[src/rtl/skinny_inv_sbox8_dom1_hs.sv]
// First-order DOM masked inverse SKINNY-128 8-bit S-box with a valid/ready handshake.
// Build option INV_SBOX_NEGEDGE_EN: term registers on negedge clk, one cycle per layer.

module skinny_inv_dom_nor_xor (
    input  logic clk,
    input  logic rst_n,
    input  logic en,
    input  logic a0,
    input  logic a1,
    input  logic b0,
    input  logic b1,
    input  logic c0,
    input  logic c1,
    input  logic rk,
    output logic z0,
    output logic z1
);
    // (~a)&(~b)^c: share-1 operands enter inverted, share-0 operands directly.
    logic t_in0, t_in1, t_cr0, t_cr1;

`ifdef INV_SBOX_NEGEDGE_EN
    always_ff @(negedge clk or negedge rst_n) begin
`else
    always_ff @(posedge clk or negedge rst_n) begin
`endif
        if (!rst_n) begin
            t_in0 <= 1'b0;
            t_in1 <= 1'b0;
            t_cr0 <= 1'b0;
            t_cr1 <= 1'b0;
        end else if (en) begin
            t_in0 <= (a0 & b0) ^ c0;
            t_in1 <= (~a1 & ~b1) ^ c1;
            t_cr1 <= (~a1 & b0) ^ rk;
            t_cr0 <= (~b1 & a0) ^ rk;
        end
    end

    assign z0 = t_in0 ^ t_cr0;
    assign z1 = t_in1 ^ t_cr1;
endmodule

module skinny_inv_sbox8_dom1_hs (
    input  logic       clk,
    input  logic       rst_n,
    input  logic [7:0] si0,
    input  logic [7:0] si1,
    input  logic [7:0] r,
    input  logic       in_valid,
    output logic       in_ready,
    output logic [7:0] bo0,
    output logic [7:0] bo1,
    output logic       out_valid,
    input  logic       out_ready
);
    typedef enum logic [2:0] {IDLE, L1, L2, L3, L4, DONE} state_t;

`ifdef INV_SBOX_NEGEDGE_EN
    localparam logic LAST_PH = 1'b0;
`else
    localparam logic LAST_PH = 1'b1;
`endif

    state_t     state;
    logic       ph;
    logic [7:0] ys0, ys1, rr, xs0, xs1;
    logic [7:0] lmask, term_en;
    logic [7:0] a0, a1, b0, b1, c0, c1, rk;
    logic [7:0] z0, z1, nx0, nx1;

    always_comb begin
        lmask = 8'h00;
        case (state)
            L1:      lmask = 8'hAC;  // x7, x5, x3, x2
            L2:      lmask = 8'h03;  // x1, x0
            L3:      lmask = 8'h40;  // x6
            L4:      lmask = 8'h10;  // x4
            default: lmask = 8'h00;
        endcase
    end

`ifdef INV_SBOX_NEGEDGE_EN
    assign term_en = lmask;
`else
    assign term_en = lmask & {8{~ph}};
`endif

    // Gate operands indexed by the output bit they produce (x7..x0).
    assign a0 = {ys0[2], xs0[2], ys0[6], xs0[7], ys0[7], ys0[3], ys0[5], xs0[3]};
    assign b0 = {ys0[7], xs0[1], ys0[5], xs0[6], ys0[6], ys0[1], xs0[3], xs0[2]};
    assign c0 = {ys0[1], ys0[2], ys0[7], ys0[6], ys0[4], ys0[0], ys0[3], ys0[5]};
    assign a1 = {ys1[2], xs1[2], ys1[6], xs1[7], ys1[7], ys1[3], ys1[5], xs1[3]};
    assign b1 = {ys1[7], xs1[1], ys1[5], xs1[6], ys1[6], ys1[1], xs1[3], xs1[2]};
    assign c1 = {ys1[1], ys1[2], ys1[7], ys1[6], ys1[4], ys1[0], ys1[3], ys1[5]};
    assign rk = {rr[2], rr[6], rr[3], rr[7], rr[1], rr[0], rr[4], rr[5]};

    for (genvar k = 0; k < 8; k++) begin : g_gate
        skinny_inv_dom_nor_xor u_gate (
            .clk   (clk),
            .rst_n (rst_n),
            .en    (term_en[k]),
            .a0    (a0[k]),
            .a1    (a1[k]),
            .b0    (b0[k]),
            .b1    (b1[k]),
            .c0    (c0[k]),
            .c1    (c1[k]),
            .rk    (rk[k]),
            .z0    (z0[k]),
            .z1    (z1[k])
        );
    end

    assign nx0 = (xs0 & ~lmask) | (z0 & lmask);
    assign nx1 = (xs1 & ~lmask) | (z1 & lmask);

    always_ff @(posedge clk or negedge rst_n) begin
        if (!rst_n) begin
            state     <= IDLE;
            ph        <= 1'b0;
            ys0       <= 8'h00;
            ys1       <= 8'h00;
            rr        <= 8'h00;
            xs0       <= 8'h00;
            xs1       <= 8'h00;
            in_ready  <= 1'b1;
            out_valid <= 1'b0;
            bo0       <= 8'h00;
            bo1       <= 8'h00;
        end else begin
            case (state)
                IDLE: begin
                    if (in_valid) begin
                        ys0      <= si0;
                        ys1      <= si1;
                        rr       <= r;
                        xs0      <= 8'h00;
                        xs1      <= 8'h00;
                        ph       <= 1'b0;
                        in_ready <= 1'b0;
                        state    <= L1;
                    end
                end
                L1, L2, L3, L4: begin
                    if (ph == LAST_PH) begin
                        xs0 <= nx0;
                        xs1 <= nx1;
                        ph  <= 1'b0;
                        case (state)
                            L1:      state <= L2;
                            L2:      state <= L3;
                            L3:      state <= L4;
                            default: begin
                                state     <= DONE;
                                out_valid <= 1'b1;
                                bo0       <= nx0;
                                bo1       <= nx1;
                            end
                        endcase
                    end else begin
                        ph <= ~ph;
                    end
                end
                DONE: begin
                    if (out_ready) begin
                        state     <= IDLE;
                        out_valid <= 1'b0;
                        bo0       <= 8'h00;
                        bo1       <= 8'h00;
                        in_ready  <= 1'b1;
                    end
                end
                default: state <= IDLE;
            endcase
        end
    end
endmodule

[config.mk]
export PLATFORM = sky130hd
export DESIGN_NAME = skinny_inv_sbox8_dom1_hs
export DESIGN_NICKNAME = d
export VERILOG_FILES = /design/src/rtl/skinny_inv_sbox8_dom1_hs.sv
export SDC_FILE = /design/constraint.sdc
export NUM_CORES = 1
export LEC_CHECK = 0
export CAP_MARGIN = 20
export CORE_ASPECT_RATIO = 0.6
export CORE_UTILIZATION = 54
export DETAILED_ROUTE_END_ITERATION = 8
export DONT_BUFFER_PORTS = 1
export GPL_TIMING_DRIVEN = 0
export PLACE_DENSITY = 0.69
export SLEW_MARGIN = 5
export SYNTH_ARGS = -nofsm -noshare
export SYNTH_HDL_FRONTEND = slang
export SYNTH_HIERARCHICAL = 1
export SYNTH_SLANG_ARGS = --single-unit
[constraint.sdc]
create_clock -name clk -period 4.7 [get_ports clk]
set_clock_uncertainty 0.2 [all_clocks]
set_input_delay 0.94 -clock clk [delete_from_list [all_inputs] [get_ports clk]]
set_output_delay 0.94 -clock clk [all_outputs]
set_load 0.005 [all_outputs]
==> impl_metrics.ini, run 1 <==
; implementation run metrics
[run_status]
status = complete, no violations

[finish]
logic_gates = 236
clock_buffers = 10
buffers = 20
ff_latch_area_mm2 = 0.00230
dominant_cells = sequential cells
final-comb-area_mm2 = 0.00185
ff_count = 92
area_share_clock_buf_inv_pct = 7.19

[place]
dpl.hpwl_um = 6000
io_buffers = 0

[power]
power_density_mw_per_mm2 = 753
p_leak_nw = 2.13
irDropWorstVdd_mv = 0.326

[global_routing]
antenna_found_initial = 0
grt-busiest-layer = met2
grt_use_met3_pct = 8.20
grt_pass1_vias = 2804
grt_use_met2_pct = 33.7
grt_overflow = 0
grt_start_max_net_pins = 93

[clocking]
cts_tree = built
cts_sinks = 92
clk_pin_slew_ns = 0.06
htree_levels = 3
cts-root-buf = clkbuf_16
clock_latency_ns = 0.34
cts_hold_buf = 0

[routing]
ant_nets = 0
drt_drc_violations_left = 0
wl_um = 8700
wl_met2_um = 3810
drtIter0Drc = 228
routed.top_layer = met4
via_per_inst = 5.90
dr.pass1.iters = 4
met3WireLength_um = 490

[flow_run]
tool_warnings = 26
drv_cap = 0

[final_timing]
layout_min_cycle_time_ns = 2.30
slew_headroom_pct = 52.3
rsz0062_at_grt = false
drv_slew = 0
max_freq_ghz = 0.435

[setup_path]
cp_data_arrival_time_ns = 2.35
crit_required_ns = 4.75
critPathKind = register to register
cp-start-kind = register

[floorplanning]
row_count = 24
ios = 46
nWellTaps = 104
die_height_um = 71.6
die-area_mm2 = 0.00845

[synthesis]
yosysUniqueCellTypes = 38
synth_warnings = 6
syn-cell-area_mm2 = 0.00436
synth-seq-cells = 92
synth.avg_cell_area_um2 = 11.8
syn_inst = 369
[run 1: cells in the mapped netlist]
master	number	area [um^2]
nor3b_2	1	12.5
inv_1	21	78.8
o221ai_1	16	140
dfrtp_1	91	2280
or4b_1	1	10.0
nor4b_1	1	8.76
mux2_2	26	293
clkbuf_1	3	11.3
and4b_1	1	10.0
nand2_1	16	60.1
xor2_1	18	158
nor4b_4	1	23.8
nor2_2	1	6.26
or3_1	8	50.1
buf_4	9	67.6
buf_6	2	22.5
o211a_1	1	10.0
buf_2	5	25.0
dfstp_2	1	26.3
nor3_1	1	5.00
a21oi_1	2	10.0
nor2_1	21	78.8
a31oi_1	16	100
a21o_1	2	15.0
and2b_2	8	70.1
or2_2	2	12.5
o22ai_1	4	25.0
buf_1	1	3.75
nand3b_1	8	60.1
o21bai_1	2	15.0
o32ai_1	1	8.76
o21ai_0	9	45.0
a211o_1	1	8.76
a21bo_2	8	80.1
nand2b_1	5	31.3
nor2b_1	8	50.1
nand4bb_1	16	180
a22o_1	31	272
[run 1: placed cells by master (no fill, tap or decap), types with 3 or more instances in the layout]
cell type and count:
buf_2 5, nand2_1 16, nor2b_1 8, clkbuf_1 3, nand4bb_1 16, xor2_1 18, nor2_1 21, mux2_2 26
or3_1 8, nand2b_1 5, buf_4 9, inv_1 21, clkbuf_16 9, o21ai_0 9, a31oi_1 16, a21bo_2 8
a22o_1 31, dfrtp_1 91, nand3b_1 8, bufinv_16 3, and2b_2 8, o221ai_1 16, o22ai_1 4
[run 1: logic make-up (layout without fill, tap and decap cells)]
logic type	Yosys count	after routing	synth area share [%]
buf+inv	41	57	4.79
compound gates	93	93	16.7
xor+xnor	18	18	3.61
simple gates	99	99	15.3
mux	26	26	6.71
flops	92	92	52.8
[run 1: through the flow]
step,power (mW),utilization (%),setup WS [ns],hold slack (ns),std cells
after floorplan,2.50,-,2.54,0.266,369
after global placement,2.78,59.6,2.27,0.288,473
after detailed placement,2.82,59.6,2.23,0.290,473
after CTS,3.67,64.2,2.40,0.0790,489
after global routing,3.90,64.2,2.22,0.0728,489
final,3.65,64.2,2.40,0.0917,489
[run 1: worst max-delay path: stages, from the launching register on]
cell and delay [ns]:
dfrtp_1 0.35, buf_2 0.18, buf_1 0.26, nor3_1 0.66, buf_4 0.28, nand2_1 0.09
o221ai_1 0.19
[run 1: final timing paths]
path / startpoint / end / slack, ns / depth (start not counted)
worst max register to register: state[1]$_DFFE_PN0P_ / g_gate[2].u_gate/t_cr1$_DFFE_PN0P_ / 2.40 / 6
min in group clk: xs1[5]$_DFFE_PN0P_ / xs1[5]$_DFFE_PN0P_ / 0.31 / 1
worst min register to register: xs1[5]$_DFFE_PN0P_ / xs1[5]$_DFFE_PN0P_ / 0.31 / 1
max in group asynchronous: rst_n / in_ready$_DFFE_PN1P_ / 3.99 / 0
worst min-delay path: rst_n / ys1[6]$_DFFE_PN0P_ / 0.09 / 0
worst max-delay path: state[1]$_DFFE_PN0P_ / g_gate[2].u_gate/t_cr1$_DFFE_PN0P_ / 2.40 / 6
[run 1: power breakdown]
part	switching (mW)	internal (mW)
Combinational	0.546	0.695
Sequential	0.413	1.16
Clock	0.293	0.534
Total	1.25	2.39
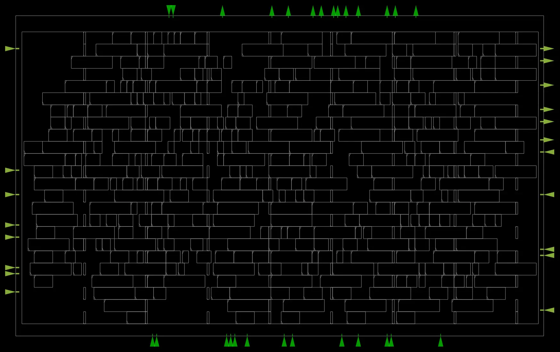
**Above:** run 1 (cell placement).
FILL cells: 591
Cell Count, Final, Fillers Out: 489
Util after Layout: 64.2%

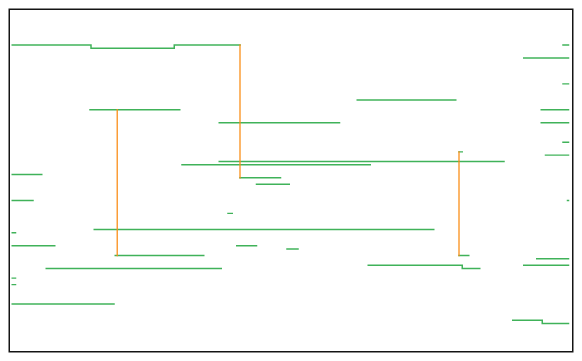
**Above:** run 1 (routed metal, one colour a layer).
Only two layers are drawn.
layer	colour	wire length
M3	green	491 um
M4	orange	80.2 um

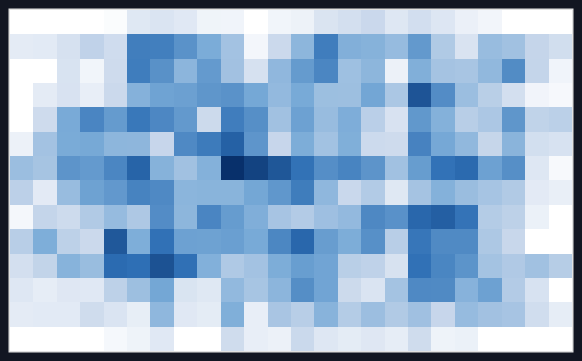
**Above:** run 1 (wiring heat map).
The die is cut into 24 by 14 equal tiles; white is low, dark blue is high, scaled to the fullest tile. Values are wire area over tile area, all layers added.
fullest tile	0.45
nearly empty tiles	7.7%
mean over tiles	0.16
tiles over half the peak	28%
densest ninth of the die	centre

==> run 1 -> run 2 <==
==> constraint.sdc (replaced) <==
create_clock -name clk -period 2.4 [get_ports clk]
set_clock_uncertainty 0.2 [all_clocks]
set_input_delay 0.48 -clock clk [delete_from_list [all_inputs] [get_ports clk]]
set_output_delay 0.48 -clock clk [all_outputs]
set_load 0.005 [all_outputs]
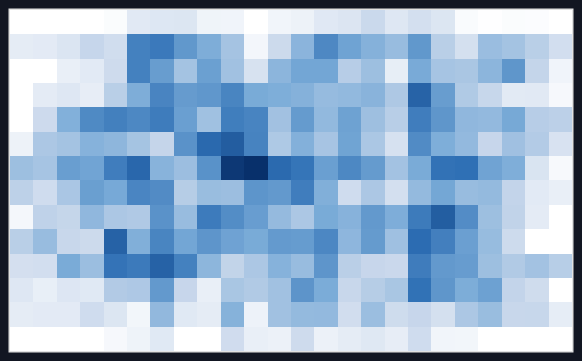
**Above:** run 2 (wiring heat map).
The die is cut into 24 by 14 equal tiles; white is low, dark blue is high, scaled to the fullest tile. Values are wire area over tile area, all layers added.
Total Wirelength: 8670 um
All-Layer GR Usage: 23.2%
WL per Instance: 17.7 um

==> run 2 against run 1 <==
Against the previous run: the run now ends with negative hold slack left; flip-flop count stayed put; global-route usage did not move; sequential power is 96% higher; synthesized cell count did not move; utilization is 0.066 points higher; final cell count unchanged; clock-buffer cell count unchanged; non-clock buffer count unchanged; first-iteration DRC count down 2.6%; critical endpoint is now g_gate[4].u_gate/t_cr1$_DFFE_PN0P_.
==> impl_metrics.ini, run 2 <==
; implementation run metrics
[setup_path]
critPathKind = register to register
cp-start-kind = register
critPathMaxStageDelay_ns = 0.56
critPathSlowestCell = nor4b_1
crit_chain = buf_2 > buf_1 > nor4b_1 > buf_4 > nand2_1 > o221ai_1
crit_required_ns = 2.45
cp_data_arrival_time_ns = 2.18
timing.rr.start = state[1]$_DFFE_PN0P_
crit_family = buffers and inverters
crit_start = state[1]$_DFFE_PN0P_
critPathBufInv = 3

[clocking]
clk_pin_slew_ns = 0.06
cts-root-buf = clkbuf_16
clock_latency_ns = 0.34
cts_sinks = 92
htree_levels = 3
cts_tree = built

[synthesis]
edf_count = 0
ys_chip_area_mm2 = 0.00436
synth_warnings = 6
yosysUniqueCellTypes = 38
synth-seq-cells = 92
syn_inst = 369
syn-cell-area_mm2 = 0.00436
synth.avg_cell_area_um2 = 11.8
yosysTopAreaCellShare_pct = 52.2
most_common_cell = dfrtp_1
synth_area_leader_cell = dfrtp_1
flop_cell = dfrtp_1
ys_async_sr_fraction_pct = 100
topCellsByArea = dfrtp_1 (52%), mux2_2 (6.7%), a22o_1 (6.2%)
common_cells = dfrtp_1 (91), a22o_1 (31), mux2_2 (26)

[final_timing]
slew_headroom_pct = 55.3
holdWs_ns = -0.368
rsz0062_at_grt = false
layout_min_cycle_time_ns = 2.13
drv_slew = 0
max_freq_ghz = 0.469
finalCritPeriodShare_pct = 88.8
hold_violations = 92

[power]
p_total_mw = 7.14
power_density_mw_per_mm2 = 1470
p_leak_nw = 2.13
irDropWorstVdd_mv = 0.640

[run_status]
violations = negative hold slack
status = complete, but fails checks

[global_routing]
grt_overflow = 0
antenna_found_initial = 0
grt_pass1_vias = 2804
grt_start_max_net_pins = 93

[finish]
final-comb-area_mm2 = 0.00185
ff_latch_area_mm2 = 0.00230
finalNonFillerCells = 489
nFillCells = 590
final_cell_mix = dfrtp_1 (91), a22o_1 (31), mux2_2 (26), nor2_1 (21), inv_1 (21)
layout_top_cell = dfrtp_1

[routing]
dr.pass1.iters = 4
drtIter0Drc = 222
ant_nets = 0
via_per_inst = 5.88
drt_drc_violations_left = 0

[place]
dpl.hpwl_um = 6000
dp_cells = 473
io_buffers = 0

[floorplanning]
initCoreUtil_pct = 57.9
die_height_um = 71.6
die-area_mm2 = 0.00845
row_count = 24
ios = 46
die_w_um = 118

[flow_run]
drv_cap = 0
tool_warnings = 28
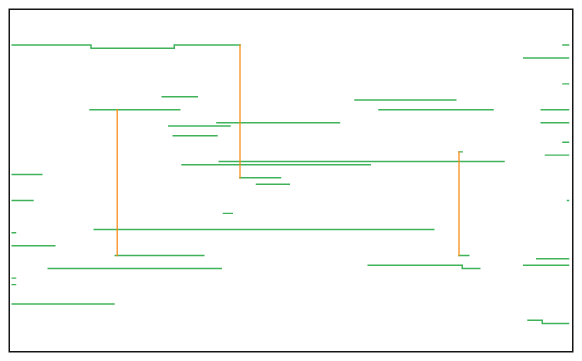
**Above:** run 2 (routed metal, one colour a layer).
Only two layers are drawn.
vias: 2877

run 2: cell counts in the layout (fill, tap and decap cells not counted):
No cell type changed its count.
run 2: timing repair:
action	CTS	global route
resized	0	1
hold endpoints to repair	92	92
endpoints found under the setup margin	0	7
run 2: metrics by stage:
| stage | instance area (um^2) | setup WS (ns) | hold slack (ns) | util, % |
|---|---|---|---|---|
| 3_5_place_dp | 4490 | 0.137 | -0.0130 | 59.6 |
| 3_3_place_gp | 4490 | 0.169 | -0.0136 | 59.6 |
| 5_1_grt | 4840 | 0.0730 | -0.387 | 64.3 |
| 6_report | 4840 | 0.269 | -0.368 | 64.3 |
| 2_1_floorplan | 4360 | 0.643 | -0.0156 | - |
| 4_1_cts | 4840 | 0.0981 | -0.381 | 64.2 |
run 2: routing by layer:
metal  vias up  routed length [um]  global-route usage [%]
met2        55                3810                    33.7
met4         0                  80                    4.84
met3         6                 535                    8.20
met1      1438                4250                    33.6
li1       1378                   -                       -
met5         -                   0                       0
run 2: power by group:
group,internal (mW),total (mW),switching (mW)
clock network,1.05,1.62,0.573
registers,2.28,3.09,0.807
logic,1.36,2.43,1.07
run 2: final timing paths:
check	cells past startpoint	slack [ns]	to
max	6	0.27	g_gate[4].u_gate/t_cr1$_DFFE_PN0P_
min	0	-0.37	ys0[4]$_DFFE_PN0P_
max reg2reg	6	0.27	g_gate[4].u_gate/t_cr1$_DFFE_PN0P_
min reg2reg	1	0.31	xs1[5]$_DFFE_PN0P_
max in group asynchronous	0	2.16	in_ready$_DFFE_PN1P_
min in group clk	1	0.09	ys1[1]$_DFFE_PN0P_
run 2: cells by family after synthesis:
group           after synthesis  share of synthesized area, %
compound gates               93                          16.7
xor+xnor                     18                          3.61
buf+inv                      41                          4.79
flops                        92                          52.8
mux                          26                          6.71
simple gates                 99                          15.3
run 2: final cells by class:
cell class,instances,area share [%]
Buffer,20,2.69
Inverter,21,1.63
Clock buffer,10,4.93
Tap cell,104,2.69
Multi-Input combinational cell,236,38.3
Clock inverter,6,2.25
Sequential cell,92,47.5
No activity file was given, so power comes from the tool's default toggle rates.
